## src/rtl/guess_controller_if.sv

```systemverilog
// Keypad/answer inputs and status outputs shared between the guess-number
// controller and whatever drives it.
interface guess_controller_if;
    logic        key_valid;
    logic [3:0]  key_code;
    logic        clear;
    logic [15:0] answer;
    logic [15:0] guess;
    logic        reachS5;
    logic        inCorrect;
    logic        ansCorrect;
    logic [2:0]  a_count;
    logic [2:0]  b_count;
    logic [3:0]  tries;
    logic        game_over;

    modport master (
        output key_valid, key_code, clear, answer,
        input  guess, reachS5, inCorrect, ansCorrect, a_count, b_count, tries, game_over
    );

    modport slave (
        input  key_valid, key_code, clear, answer,
        output guess, reachS5, inCorrect, ansCorrect, a_count, b_count, tries, game_over
    );
endinterface

```

## src/rtl/guess_controller.sv

```systemverilog
// Game-control FSM for the guess-number design: collects four keypad digits,
// flags duplicates, and scores the guess against the answer on ENTER (A/B).
module guess_controller #(
    parameter int MAX_TRIES = 10
) (
    input  logic               clk_div,
    input  logic               rst,
    guess_controller_if.slave  bus
);

    typedef enum logic [2:0] {
        S0 = 3'd0,
        S1 = 3'd1,
        S2 = 3'd2,
        S3 = 3'd3,
        S4 = 3'd4,
        S5 = 3'd5
    } state_t;

    localparam logic [3:0] MAX_T     = 4'(MAX_TRIES);
    localparam logic [3:0] KEY_ENTER = 4'hA;
    localparam logic [3:0] KEY_BACK  = 4'hB;

    state_t      state_r;
    logic [15:0] guess_r;
    logic        in_correct_r;
    logic        ans_correct_r;
    logic        reach_s5_r;
    logic [2:0]  a_count_r;
    logic [2:0]  b_count_r;
    logic [3:0]  tries_r;
    logic        game_over_r;

    logic [2:0]  held_s;
    logic [2:0]  del_idx_s;
    logic [15:0] ins_mask_s;
    logic [15:0] del_mask_s;
    logic [15:0] guess_ins_s;
    logic [15:0] guess_del_s;
    logic        valid_ins_s;
    logic        valid_del_s;
    logic        is_digit_s;
    logic        is_known_s;
    logic        is_match_s;
    logic [2:0]  a_s;
    logic [2:0]  b_s;
    logic [3:0]  tries_inc_s;

    // Nibble index 0 is the first-entered digit, held in [15:12].
    function automatic logic [15:0] nib_mask(input logic [2:0] idx);
        logic [15:0] m;
        case (idx)
            3'd0:    m = 16'hF000;
            3'd1:    m = 16'h0F00;
            3'd2:    m = 16'h00F0;
            3'd3:    m = 16'h000F;
            default: m = 16'h0000;
        endcase
        return m;
    endfunction

    // True when the first n held digits are pairwise distinct.
    function automatic logic digits_distinct(input logic [15:0] g, input logic [2:0] n);
        logic ok;
        ok = 1'b1;
        for (int i = 0; i < 4; i++) begin
            for (int j = 0; j < 4; j++) begin
                if (i < j && j < int'(n) && g[15-4*i -: 4] == g[15-4*j -: 4]) begin
                    ok = 1'b0;
                end else begin
                    ok = ok;
                end
            end
        end
        return ok;
    endfunction

    function automatic logic [2:0] a_score(input logic [15:0] g, input logic [15:0] a);
        logic [2:0] cnt;
        cnt = 3'd0;
        for (int i = 0; i < 4; i++) begin
            if (g[4*i +: 4] == a[4*i +: 4]) begin
                cnt = cnt + 3'd1;
            end else begin
                cnt = cnt;
            end
        end
        return cnt;
    endfunction

    // A guess digit scores B once if it occurs at any other answer position.
    function automatic logic [2:0] b_score(input logic [15:0] g, input logic [15:0] a);
        logic [2:0] cnt;
        logic       hit;
        cnt = 3'd0;
        for (int i = 0; i < 4; i++) begin
            hit = 1'b0;
            for (int j = 0; j < 4; j++) begin
                if (i != j && g[4*i +: 4] == a[4*j +: 4]) begin
                    hit = 1'b1;
                end else begin
                    hit = hit;
                end
            end
            if (hit) begin
                cnt = cnt + 3'd1;
            end else begin
                cnt = cnt;
            end
        end
        return cnt;
    endfunction

    // Candidate next-guess values for digit insert, backspace and evaluation.
    always_comb begin
        held_s      = state_r;
        del_idx_s   = held_s - 3'd1;
        ins_mask_s  = nib_mask(held_s);
        del_mask_s  = nib_mask(del_idx_s);
        guess_ins_s = (guess_r & ~ins_mask_s) | ({4{bus.key_code}} & ins_mask_s);
        guess_del_s = guess_r & ~del_mask_s;
        valid_ins_s = digits_distinct(guess_ins_s, held_s + 3'd1);
        valid_del_s = digits_distinct(guess_del_s, del_idx_s);
        is_digit_s  = (bus.key_code <= 4'd9);
        is_known_s  = (bus.key_code <= KEY_BACK);
        is_match_s  = (guess_r == bus.answer);
        a_s         = a_score(guess_r, bus.answer);
        b_s         = b_score(guess_r, bus.answer);
        if (tries_r >= MAX_T) begin
            tries_inc_s = MAX_T;
        end else begin
            tries_inc_s = tries_r + 4'd1;
        end
    end

    // Game FSM with all status outputs registered.
    always_ff @(posedge clk_div or negedge rst) begin
        if (!rst) begin
            state_r       <= S0;
            guess_r       <= 16'h0000;
            in_correct_r  <= 1'b1;
            ans_correct_r <= 1'b0;
            reach_s5_r    <= 1'b0;
            a_count_r     <= 3'd0;
            b_count_r     <= 3'd0;
            tries_r       <= 4'd0;
            game_over_r   <= 1'b0;
        end else if (bus.clear) begin
            state_r       <= S0;
            guess_r       <= 16'h0000;
            in_correct_r  <= 1'b1;
            ans_correct_r <= 1'b0;
            reach_s5_r    <= 1'b0;
            a_count_r     <= 3'd0;
            b_count_r     <= 3'd0;
            tries_r       <= 4'd0;
            game_over_r   <= 1'b0;
        end else if (bus.key_valid && is_known_s && !game_over_r) begin
            case (state_r)
                S0, S1, S2, S3: begin
                    if (is_digit_s) begin
                        state_r      <= state_t'(held_s + 3'd1);
                        guess_r      <= guess_ins_s;
                        in_correct_r <= valid_ins_s;
                    end else if (bus.key_code == KEY_BACK && state_r != S0) begin
                        state_r      <= state_t'(del_idx_s);
                        guess_r      <= guess_del_s;
                        in_correct_r <= valid_del_s;
                    end
                end
                S4: begin
                    if (bus.key_code == KEY_BACK) begin
                        state_r      <= S3;
                        guess_r      <= guess_del_s;
                        in_correct_r <= valid_del_s;
                    end else if (bus.key_code == KEY_ENTER && in_correct_r) begin
                        state_r       <= S5;
                        reach_s5_r    <= 1'b1;
                        ans_correct_r <= is_match_s;
                        a_count_r     <= a_s;
                        b_count_r     <= b_s;
                        tries_r       <= tries_inc_s;
                        game_over_r   <= is_match_s || (tries_inc_s == MAX_T);
                    end
                end
                S5: begin
                    // Result acknowledged: start a new entry, keep the try count.
                    state_r       <= S0;
                    guess_r       <= 16'h0000;
                    in_correct_r  <= 1'b1;
                    ans_correct_r <= 1'b0;
                    reach_s5_r    <= 1'b0;
                    a_count_r     <= 3'd0;
                    b_count_r     <= 3'd0;
                end
                default: begin
                    state_r <= S0;
                end
            endcase
        end
    end

    assign bus.guess      = guess_r;
    assign bus.reachS5    = reach_s5_r;
    assign bus.inCorrect  = in_correct_r;
    assign bus.ansCorrect = ans_correct_r;
    assign bus.a_count    = a_count_r;
    assign bus.b_count    = b_count_r;
    assign bus.tries      = tries_r;
    assign bus.game_over  = game_over_r;

endmodule

```

## src/flat_wrapper.sv

```systemverilog
// flat-port wrapper written by rule: the top's interface ports become plain ports
module guess_controller_flat 
#(
    parameter int MAX_TRIES = 10
)
  (clk_div, rst, bus_key_valid, bus_key_code, bus_clear, bus_answer, bus_guess, bus_reachS5, bus_inCorrect, bus_ansCorrect, bus_a_count, bus_b_count, bus_tries, bus_game_over);
  guess_controller_if bus_i ();
  input  logic clk_div;
  input  logic rst;
  input wire logic [$bits(bus_i.key_valid)-1:0] bus_key_valid;
  input wire logic [$bits(bus_i.key_code)-1:0] bus_key_code;
  input wire logic [$bits(bus_i.clear)-1:0] bus_clear;
  input wire logic [$bits(bus_i.answer)-1:0] bus_answer;
  output wire logic [$bits(bus_i.guess)-1:0] bus_guess;
  output wire logic [$bits(bus_i.reachS5)-1:0] bus_reachS5;
  output wire logic [$bits(bus_i.inCorrect)-1:0] bus_inCorrect;
  output wire logic [$bits(bus_i.ansCorrect)-1:0] bus_ansCorrect;
  output wire logic [$bits(bus_i.a_count)-1:0] bus_a_count;
  output wire logic [$bits(bus_i.b_count)-1:0] bus_b_count;
  output wire logic [$bits(bus_i.tries)-1:0] bus_tries;
  output wire logic [$bits(bus_i.game_over)-1:0] bus_game_over;
  assign bus_i.key_valid = bus_key_valid;
  assign bus_i.key_code = bus_key_code;
  assign bus_i.clear = bus_clear;
  assign bus_i.answer = bus_answer;
  assign bus_guess = bus_i.guess;
  assign bus_reachS5 = bus_i.reachS5;
  assign bus_inCorrect = bus_i.inCorrect;
  assign bus_ansCorrect = bus_i.ansCorrect;
  assign bus_a_count = bus_i.a_count;
  assign bus_b_count = bus_i.b_count;
  assign bus_tries = bus_i.tries;
  assign bus_game_over = bus_i.game_over;
  guess_controller #(.MAX_TRIES(MAX_TRIES)) u_core (.clk_div(clk_div), .rst(rst), .bus(bus_i));
endmodule
```

## config.mk

```make
export PLATFORM = sky130hd
export DESIGN_NAME = guess_controller_flat
export DESIGN_NICKNAME = d
export VERILOG_FILES = /design/src/rtl/guess_controller_if.sv /design/src/rtl/guess_controller.sv /design/src/flat_wrapper.sv
export SDC_FILE = /design/constraint.sdc
export NUM_CORES = 1
export LEC_CHECK = 0
export CORE_UTILIZATION = 50
export CTS_CLUSTER_SIZE = 20
export DETAILED_ROUTE_END_ITERATION = 12
export PLACE_DENSITY_LB_ADDON = 0.05
export RECOVER_POWER = 50
export REMOVE_ABC_BUFFERS = 1
export SLEW_MARGIN = 20
export SYNTH_ARGS = -nofsm -noshare
export SYNTH_HDL_FRONTEND = slang
export SYNTH_SLANG_ARGS = --single-unit
```

## constraint.sdc

```tcl
create_clock -name clk_div -period 4.01 [get_ports clk_div]
set_input_delay 1.203 -clock clk_div [delete_from_list [all_inputs] [get_ports clk_div]]
set_output_delay 1.203 -clock clk_div [all_outputs]
set_load 0.05 [all_outputs]
```

Figure 1. Where the registers sit (run 1).
(4 px per um)
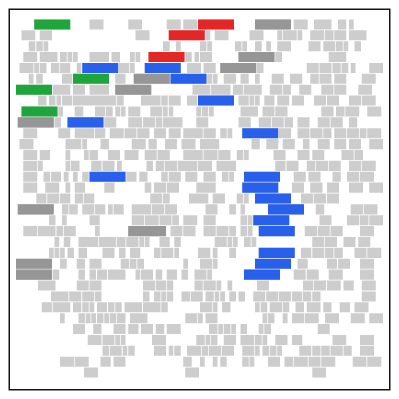
Key: `u_core.bus.tries` = green [placed flops 4, where north-west]; `u_core.bus.a_count` = red [placed flops 3]; `u_core.bus.guess` = blue [placed flops 16]

Figure 2. Routing congestion map (run 1).
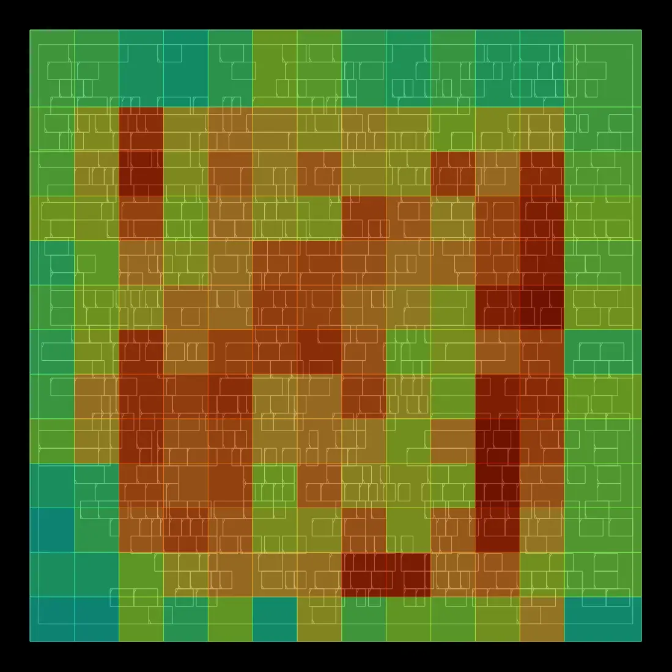
routed wire length per instance: 19.6 um
Total GRT Usage: 30.6%

==> flow_metrics.tcl, run 1 <==
# yosys + openroad results
set metrics [dict create \
    r2r_start "u_core.held_s[1]$_DFFE_PN0P_" \
    ys.flop_type "dfrtp_1" \
    antenna_found_initial 0 \
    cp_slowest_stage_delay_ns 0.61 \
    drc_errors 0 \
    pin_count 54 \
    layout-drive-gt1-share_pct 7.80 \
    grt_pass1_vias 3913 \
    rr_endpoint "u_core.bus.inCorrect$_DFFE_PN1P_" \
    clk_pin_slew_ns 0.07 \
    p_sw_mw 2.15 \
    overflow 0 \
    cts_made_buffers 5 \
    die-height_um 94.7 \
    flop_area_um2 827 \
    vias 4217 \
    warning_count 35 \
    initialDrtViolationCount 374 \
    min_to "u_core.bus.a_count[0]$_DFFE_PN0P_" \
    cp_cell_sequence "clkdlybuf4s50_1 -> xnor2_1 -> nand4_1 -> and3_1 -> ha_1 -> xor2_1 -> ha_1 -> nand2b_1 -> xnor2_1 -> o21ai_0" \
    layout_setup_ws_ns 0.705 \
    period_minus_slack_ns 3.30 \
    fin_setup_tns_ns 0 \
    clockBufferDepth 2 \
    cts.sinks 33 \
    worst-r2r-setup-slack_ns 0.96 \
    worstPathMaxFanout 4 \
    clock.fmax_mhz 303 \
    rsz0062_at_grt "no" \
    gp_congestion 1.03 \
    tritoncts "yes" \
    synthDistinctLibCells 54 \
    clock_skew_ns 0.00776 \
    hold_start "u_core.bus.a_count[0]$_DFFE_PN0P_" \
    area_growth_pct 16.1 \
    p_per_area_mw_per_mm2 805 \
    tightest_slew_ns 1.81 \
    cap_violations 1 \
    slew-limit-headroom_pct -20.7 \
    start_kind "primary input" \
    ys_async_sr_fraction_pct 100 \
    die_w_um 94.7 \
    synth_top_area_share_pct 18.6 \
    yosys_area_mm2 0.00430 \
    post-route-period-util_pct 82.4 \
    comb_area_mm2 0.00314 \
    seqPwrFrac_pct 13.6 \
    syn_area_mm2 0.00430 \
    viasPerCell 6.18 \
    internal_power_mw 1.86 \
    ctsHoldBuffers 0 \
    ant_nets 0 \
    avgSynthCellArea_um2 7.77 \
    pwr-share-clk_pct 8.1 \
    worstSkewPairLatency_ns 0.29 \
    status "finished with violations" \
    edf_count 0 \
    total_power_mw 4.02 \
    core-area_mm2 0.00826 \
    setup_viol 0 \
    worstSetupEndpointType "flop" \
    initCoreUtil_pct 52.1 \
    required_ns 4.18 \
    wirelength_um 13300 \
    violations "max-capacitance violations, max-slew violations" \
    drt_first_pass_iters 5 \
    cpMaxStageDelayCell "clkdlybuf4s50_1" \
    dpl_worst_slack_ns 0.418 \
    finalMaxSlewViolations 34 \
    io_buffers 53 \
    htreeDepth 2 \
    final_util_pct 60.4 \
    grt_max_degree 34 \
    crit_start "bus_answer[6]" \
    min-delay-path-class "reg2reg" \
    arrival_ns 3.48 \
    reg2reg_depth 9 \
    yosys_cells 553 \
    cts_root_buffer "clkbuf_8" \
    hpwlAfterDp_um 9530 \
    antenna_cells 0 \
    finalHoldViolCount 0 \
    ys.warnings.count 0 \
    ys.flops 33 \
    crit_type "in2reg" \
    finalNetCount 617 \
    netSwitchingFraction_pct 53.7 \
    chipArea_mm2 0.00897 \
    cts_resized 0 \
    p_leak_nw 1.95 \
    vdd_drop_max_mv 0.374 \
    hold_depth 2 \
    yosys.area.top_type "dfrtp_1" \
    synth_seq_share_pct 19.2 \
    top_cells_by_area "dfrtp_1 (19%), xnor2_1 (15%), xor2_1 (7.7%)" \
    synth_cells 553 \
    fp-row-count 33 \
    grt_pass1_wl_um 21100 \
    postCtsSetupRepairBufs 0 \
    placed_cell_area_mm2 0.00488 \
    p_comb_share_pct 78.3 \
    nFillCells 749 \
]
Figure 3. A small window of the routed layout (run 1).
Region (35, 35) to (60, 60) um. Cells in gray, sequential cells in the stronger gray; small squares are vias.
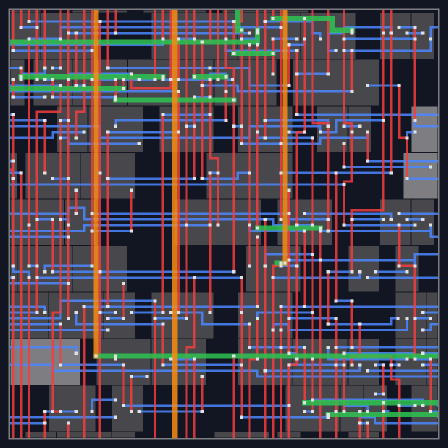
Key: metal 1 = blue; metal 3 = green; metal 2 = red; metal 4 = orange
Sequential cells in the window: 0. 50 logic cells have their middle in the window. Most frequent: xor2_1 (9), a2bb2oi_1 (8), o21ai_0 (8).

Figure 4. Sizing map (run 1).
(4 px per um)
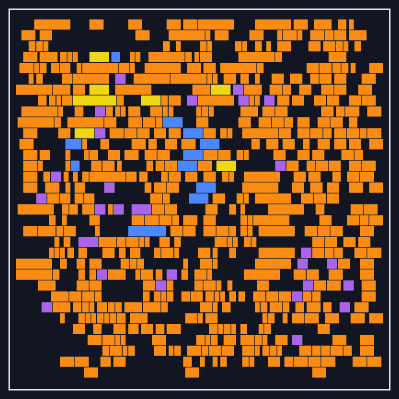
Key: _6 and larger = yellow [cells 7, most used clkbuf_8]; _2 cells = blue [cells 11, most used mux2i_2]; _3 and _4 cells = purple [cells 27, most used buf_4]; _0 and _1 cells = orange [cells 532, most used xnor2_1]
post-route cell area: 0.00499 mm^2
count of plain and timing-repair buffers: 79

==> run 1: critical path: cells and delay by family <==
family	cells	cell delay (ns)
fa+ha+maj	2	0.51
xor+xnor	3	0.58
simple gates	3	0.47
buf+inv	1	0.61
compound gates	1	0.10
==> run 1: kinds of logic after synthesis <==
logic type / synth area share (%)
buf+inv: 7.77
flops: 19.2
mux: 5.06
compound gates: 22.0
fa+ha+maj: 4.95
xor+xnor: 22.6
simple gates: 18.4
==> run 1: cell usage in the layout (no fill, tap or decap), drive strengths merged, types with 10 or more instances in the layout <==
cell           instances
dfrtp                 32
xor2                  38
dlygate4sd3           16
a31oi                 16
nand2                 39
o21ai                 38
xnor2                 73
nor3                  10
nor4bb                10
a21oi                 31
clkdlybuf4s50         37
nor2                  40
mux2i                 18
inv                   15
buf                   25
nand4                 14
a2bb2oi               15
ha                    17
==> run 1: worst max path at each step <==
stage                                        endpoint  slack (ns)  depth (start not counted)
floorplan            u_core.bus.inCorrect$_DFFE_PN1P_        1.05                          9
global placement     u_core.bus.inCorrect$_DFFE_PN1P_        0.46                          7
detailed placement  u_core.bus.b_count[2]$_DFFE_PN0P_        0.42                         10
CTS                 u_core.bus.b_count[2]$_DFFE_PN0P_        0.70                         10
global route        u_core.bus.b_count[2]$_DFFE_PN0P_        0.48                         10
finish              u_core.bus.b_count[2]$_DFFE_PN0P_        0.71                         10
==> run 1: cell usage after synthesis, drive strengths merged (14+ instances only) <==
cell type	number
nand4	14
buf	27
clkbuf	36
a2bb2oi	15
a21oi	31
a31oi	16
mux2i	18
o21ai	38
inv	15
xnor2	73
nor2	40
xor2	38
ha	17
nand2	39
dfrtp	32
==> run 1: power groups by stage <==
stage / clock [mW] / combinational, mW / sequential, mW
finish: 0.327 / 3.14 / 0.545
global route: 0.347 / 3.40 / 0.552
CTS: 0.335 / 3.11 / 0.544
detailed placement: 0 / 3.09 / 0.549
global placement: 0 / 3.06 / 0.548
floorplan: 0 / 1.82 / 0.938
==> run 1: stage by stage <==
stage | hold slack (ns) | std cells
finish | 0.481 | 682
global route | 0.523 | 682
CTS | 0.490 | 682
detailed placement | 0.473 | 674
global placement | 0.462 | 674
floorplan | 0.592 | 490
==> run 1: cell type report <==
cell class	count	share of cell area, %
inverters	15	1.13
clock buffers	7	1.73
well taps	105	2.63
repair buffers	79	14.5
clock inverters	1	0.602
multi-input cells	442	62.9
flip-flops and latches	33	16.6
==> run 1: state kept, by name (all words and copies together), names as in the netlist <==
signal                 flops
u_core.bus.inCorrect       1
u_core.bus.ansCorrect      1
u_core.bus.reachS5         1
u_core.held_s              3
u_core.bus.a_count         3
u_core.bus.game_over       1
u_core.bus.tries           4
u_core.bus.b_count         3
u_core.bus.guess          16
==> run 1: metal layers <==
layer	global-route usage, %	vias up	part of all wire [%]
li1	-	1995	-
met1	41.4	2004	44
met2	50.7	197	47
met3	3.95	21	6.8
met4	9.09	0	2.1
met5	0	-	0
==> run 1 -> run 2 <==
clock period = 3.4 ns   (was 4.01 ns; I/O delays follow)
Figure 5. Where the registers sit (run 2).
(4 px per um)
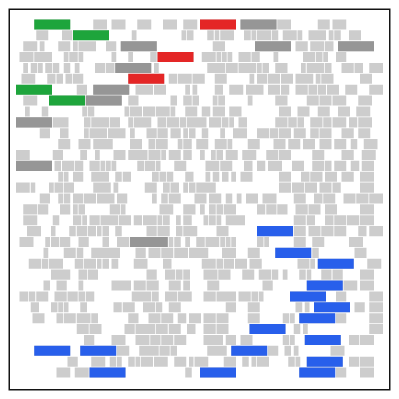
Key: `u_core.bus.guess` = blue [placed flops 16]; `u_core.bus.a_count` = red [placed flops 3]; `u_core.bus.tries` = green [placed flops 4, where north-west]
Another 10 sequential cells are not colored.

==> flow_metrics.tcl, run 2 <==
# yosys + openroad results
set metrics [dict create \
    synthTopCellsByCount "xnor2_1 (73), nor2_1 (40), nand2_1 (39)" \
    initCoreUtil_pct 52.1 \
    clock_skew_ns 0.0171 \
    synth_seq_share_pct 19.2 \
    wl_per_cell_um 18.4 \
    vdd_drop_max_mv 0.444 \
    worstSetupEndpointType "flop" \
    htreeDepth 2 \
    ant_nets 0 \
    crit_type "in2reg" \
    ctsHoldBuffers 0 \
    ys.flops 33 \
    cts.sinks 33 \
    syn_area_mm2 0.00430 \
    grt_pass1_vias 3824 \
    layout-drive-gt1-share_pct 10.3 \
    ys.warnings.count 0 \
    viasPerCell 5.99 \
    worst-r2r-setup-slack_ns 0.59 \
    die_w_um 94.7 \
    crit_top_cell "ha_1" \
    cap_violations 1 \
    start_kind "primary input" \
    core-area_mm2 0.00826 \
    chipArea_mm2 0.00897 \
    avgSynthCellArea_um2 7.77 \
    grt_use_total_pct 29.6 \
    min-delay-path-class "reg2reg" \
    io_buffers 53 \
    area_growth_pct 18.4 \
    antenna_found_initial 0 \
    hpwlAfterDp_um 9240 \
    tritoncts "yes" \
    synth_cells 553 \
    status "finished with violations" \
    finalHoldViolCount 0 \
    pin_count 54 \
    crit_buf_inv 1 \
    slew-limit-headroom_pct -29.6 \
    post-route-period-util_pct 89.4 \
    antenna_cells 0 \
    tightest_slew_ns 1.94 \
    critical-path-top-delay-family "buffers and inverters" \
    die-height_um 94.7 \
    ys.flop_type "dfrtp_1" \
    cp_slowest_stage_delay_ns 0.61 \
    dp_cells 690 \
    clockBufferDepth 2 \
    synth_top_area_share_pct 18.6 \
    comb_area_mm2 0.00314 \
    warning_count 35 \
    fin_area_mm2 0.00509 \
    drt_first_pass_iters 5 \
    cp_cell_sequence "clkdlybuf4s50_1 -> xnor2_1 -> nand4_1 -> and3_1 -> ha_1 -> xor2_1 -> ha_1 -> mux2i_1 -> o21ai_0" \
    dpl_worst_slack_ns 0.0628 \
    edf_count 0 \
    nFillCells 777 \
    synth.most_common_cell "xnor2_1" \
    finalNetCount 633 \
    gp_congestion 0.957 \
    layout_top_cell_excl_fill_tap "xnor2_1" \
    placed_cell_area_mm2 0.00501 \
    fp-row-count 33 \
    fin_setup_tns_ns 0 \
    postCtsSetupRepairBufs 0 \
    synthDistinctLibCells 54 \
    rsz0062_at_grt "no" \
    layout_setup_ws_ns 0.360 \
    grt_pass1_wl_um 20400 \
    setup_viol 0 \
    yosys.area.top_type "dfrtp_1" \
    clk_pin_slew_ns 0.07 \
    ys_async_sr_fraction_pct 100 \
    stdcell_count 698 \
    finalMaxSlewViolations 34 \
    vias 4184 \
    worstPathMaxFanout 4 \
    yosys_area_mm2 0.00430 \
    yosys_cells 553 \
    cts_resized 0 \
    lay_top_cells "xnor2_1 (73), nor2_1 (40), buf_4 (40), nand2_1 (39)" \
    wirelength_um 12800 \
    drc_errors 0 \
    overflow 0 \
    p_per_area_mw_per_mm2 934 \
    flop_area_um2 827 \
    arrival_ns 3.22 \
    required_ns 3.58 \
    grt_max_degree 34 \
    largest_register_ffs 16 \
    cts_root_buffer "clkbuf_8" \
    violations "max-capacitance violations, max-slew violations" \
    period_minus_slack_ns 3.04 \
    top_cells_by_area "dfrtp_1 (19%), xnor2_1 (15%), xor2_1 (7.7%)" \
    cts_made_buffers 5 \
    initialDrtViolationCount 361 \
    worstSkewPairLatency_ns 0.30 \
    cpMaxStageDelayCell "clkdlybuf4s50_1" \
    clock.fmax_mhz 329 \
    final_util_pct 61.6 \
    p_leak_nw 2.02 \
]
==> run 2: cell counts after synthesis <==
No cell type changed its count.
==> run 2: power by group <==
part | switching, mW | internal (mW) | total [mW] | leakage, nW
logic | 2.24 | 1.58 | 3.82 | 1.52
registers | 0.136 | 0.493 | 0.630 | 0.448
clock network | 0.167 | 0.142 | 0.310 | 0.0450
total | 2.54 | 2.21 | 4.76 | 2.02
==> run 2: tightest hold or removal path: cells and delay by family, from the launching register on <==
kind	cells	cell delay, ns
compound gates	1	0.06
simple gates	1	0.04
flops	1	0.34
==> run 2: cells by family (layout without fill, tap and decap cells) <==
group | count (synthesis) | after routing | synth area share, %
fa+ha+maj | 17 | 17 | 4.95
mux | 19 | 19 | 5.06
simple gates | 151 | 151 | 18.4
compound gates | 144 | 144 | 22.0
buf+inv | 78 | 118 | 7.77
flops | 33 | 33 | 19.2
xor+xnor | 111 | 111 | 22.6
==> run 2: path summary, 6_finish.rpt <==
kind | startpoint | to | cells past startpoint
worst min register to register | u_core.bus.b_count[0]$_DFFE_PN0P_ | u_core.bus.b_count[0]$_DFFE_PN0P_ | 2
worst min-delay path | u_core.bus.b_count[0]$_DFFE_PN0P_ | u_core.bus.b_count[0]$_DFFE_PN0P_ | 2
worst max-delay path | bus_answer[7] | u_core.bus.b_count[1]$_DFFE_PN0P_ | 9
worst max register to register | u_core.held_s[2]$_DFFE_PN0P_ | u_core.bus.guess[5]$_DFFE_PN0P_ | 8
max in group asynchronous | rst | u_core.bus.guess[6]$_DFFE_PN0P_ | 2
min in group asynchronous | rst | u_core.bus.guess[1]$_DFFE_PN0P_ | 2
==> run 2: metrics by stage <==
| step | hold WS, ns | power [mW] |
|---|---|---|
| floorplan | 0.592 | 3.25 |
| detailed placement | 0.470 | 4.40 |
| finish | 0.477 | 4.76 |
| CTS | 0.487 | 4.74 |
| global route | 0.515 | 5.10 |
| global placement | 0.458 | 4.37 |
==> run 2: final cells by class <==
| class | count | area share, % |
|---|---|---|
| clock buffer | 6 | 1.43 |
| multi-input combinational | 442 | 61.7 |
| clock inverter | 2 | 0.197 |
| timing repair buffer | 95 | 16.8 |
| sequential | 33 | 16.2 |
| inverter | 15 | 1.11 |
| tap | 105 | 2.58 |
==> run 2: per-layer routing <==
metal  global-route usage [%]  up-vias  routed length [um]
li1                         -     2030                   -
met1                     41.9     1968                6120
met2                     48.1      168                5820
met3                     3.14       18                 734
met4                     6.69        0                 150
met5                        0        -                   0
Power is estimated from default activity; no workload was simulated.
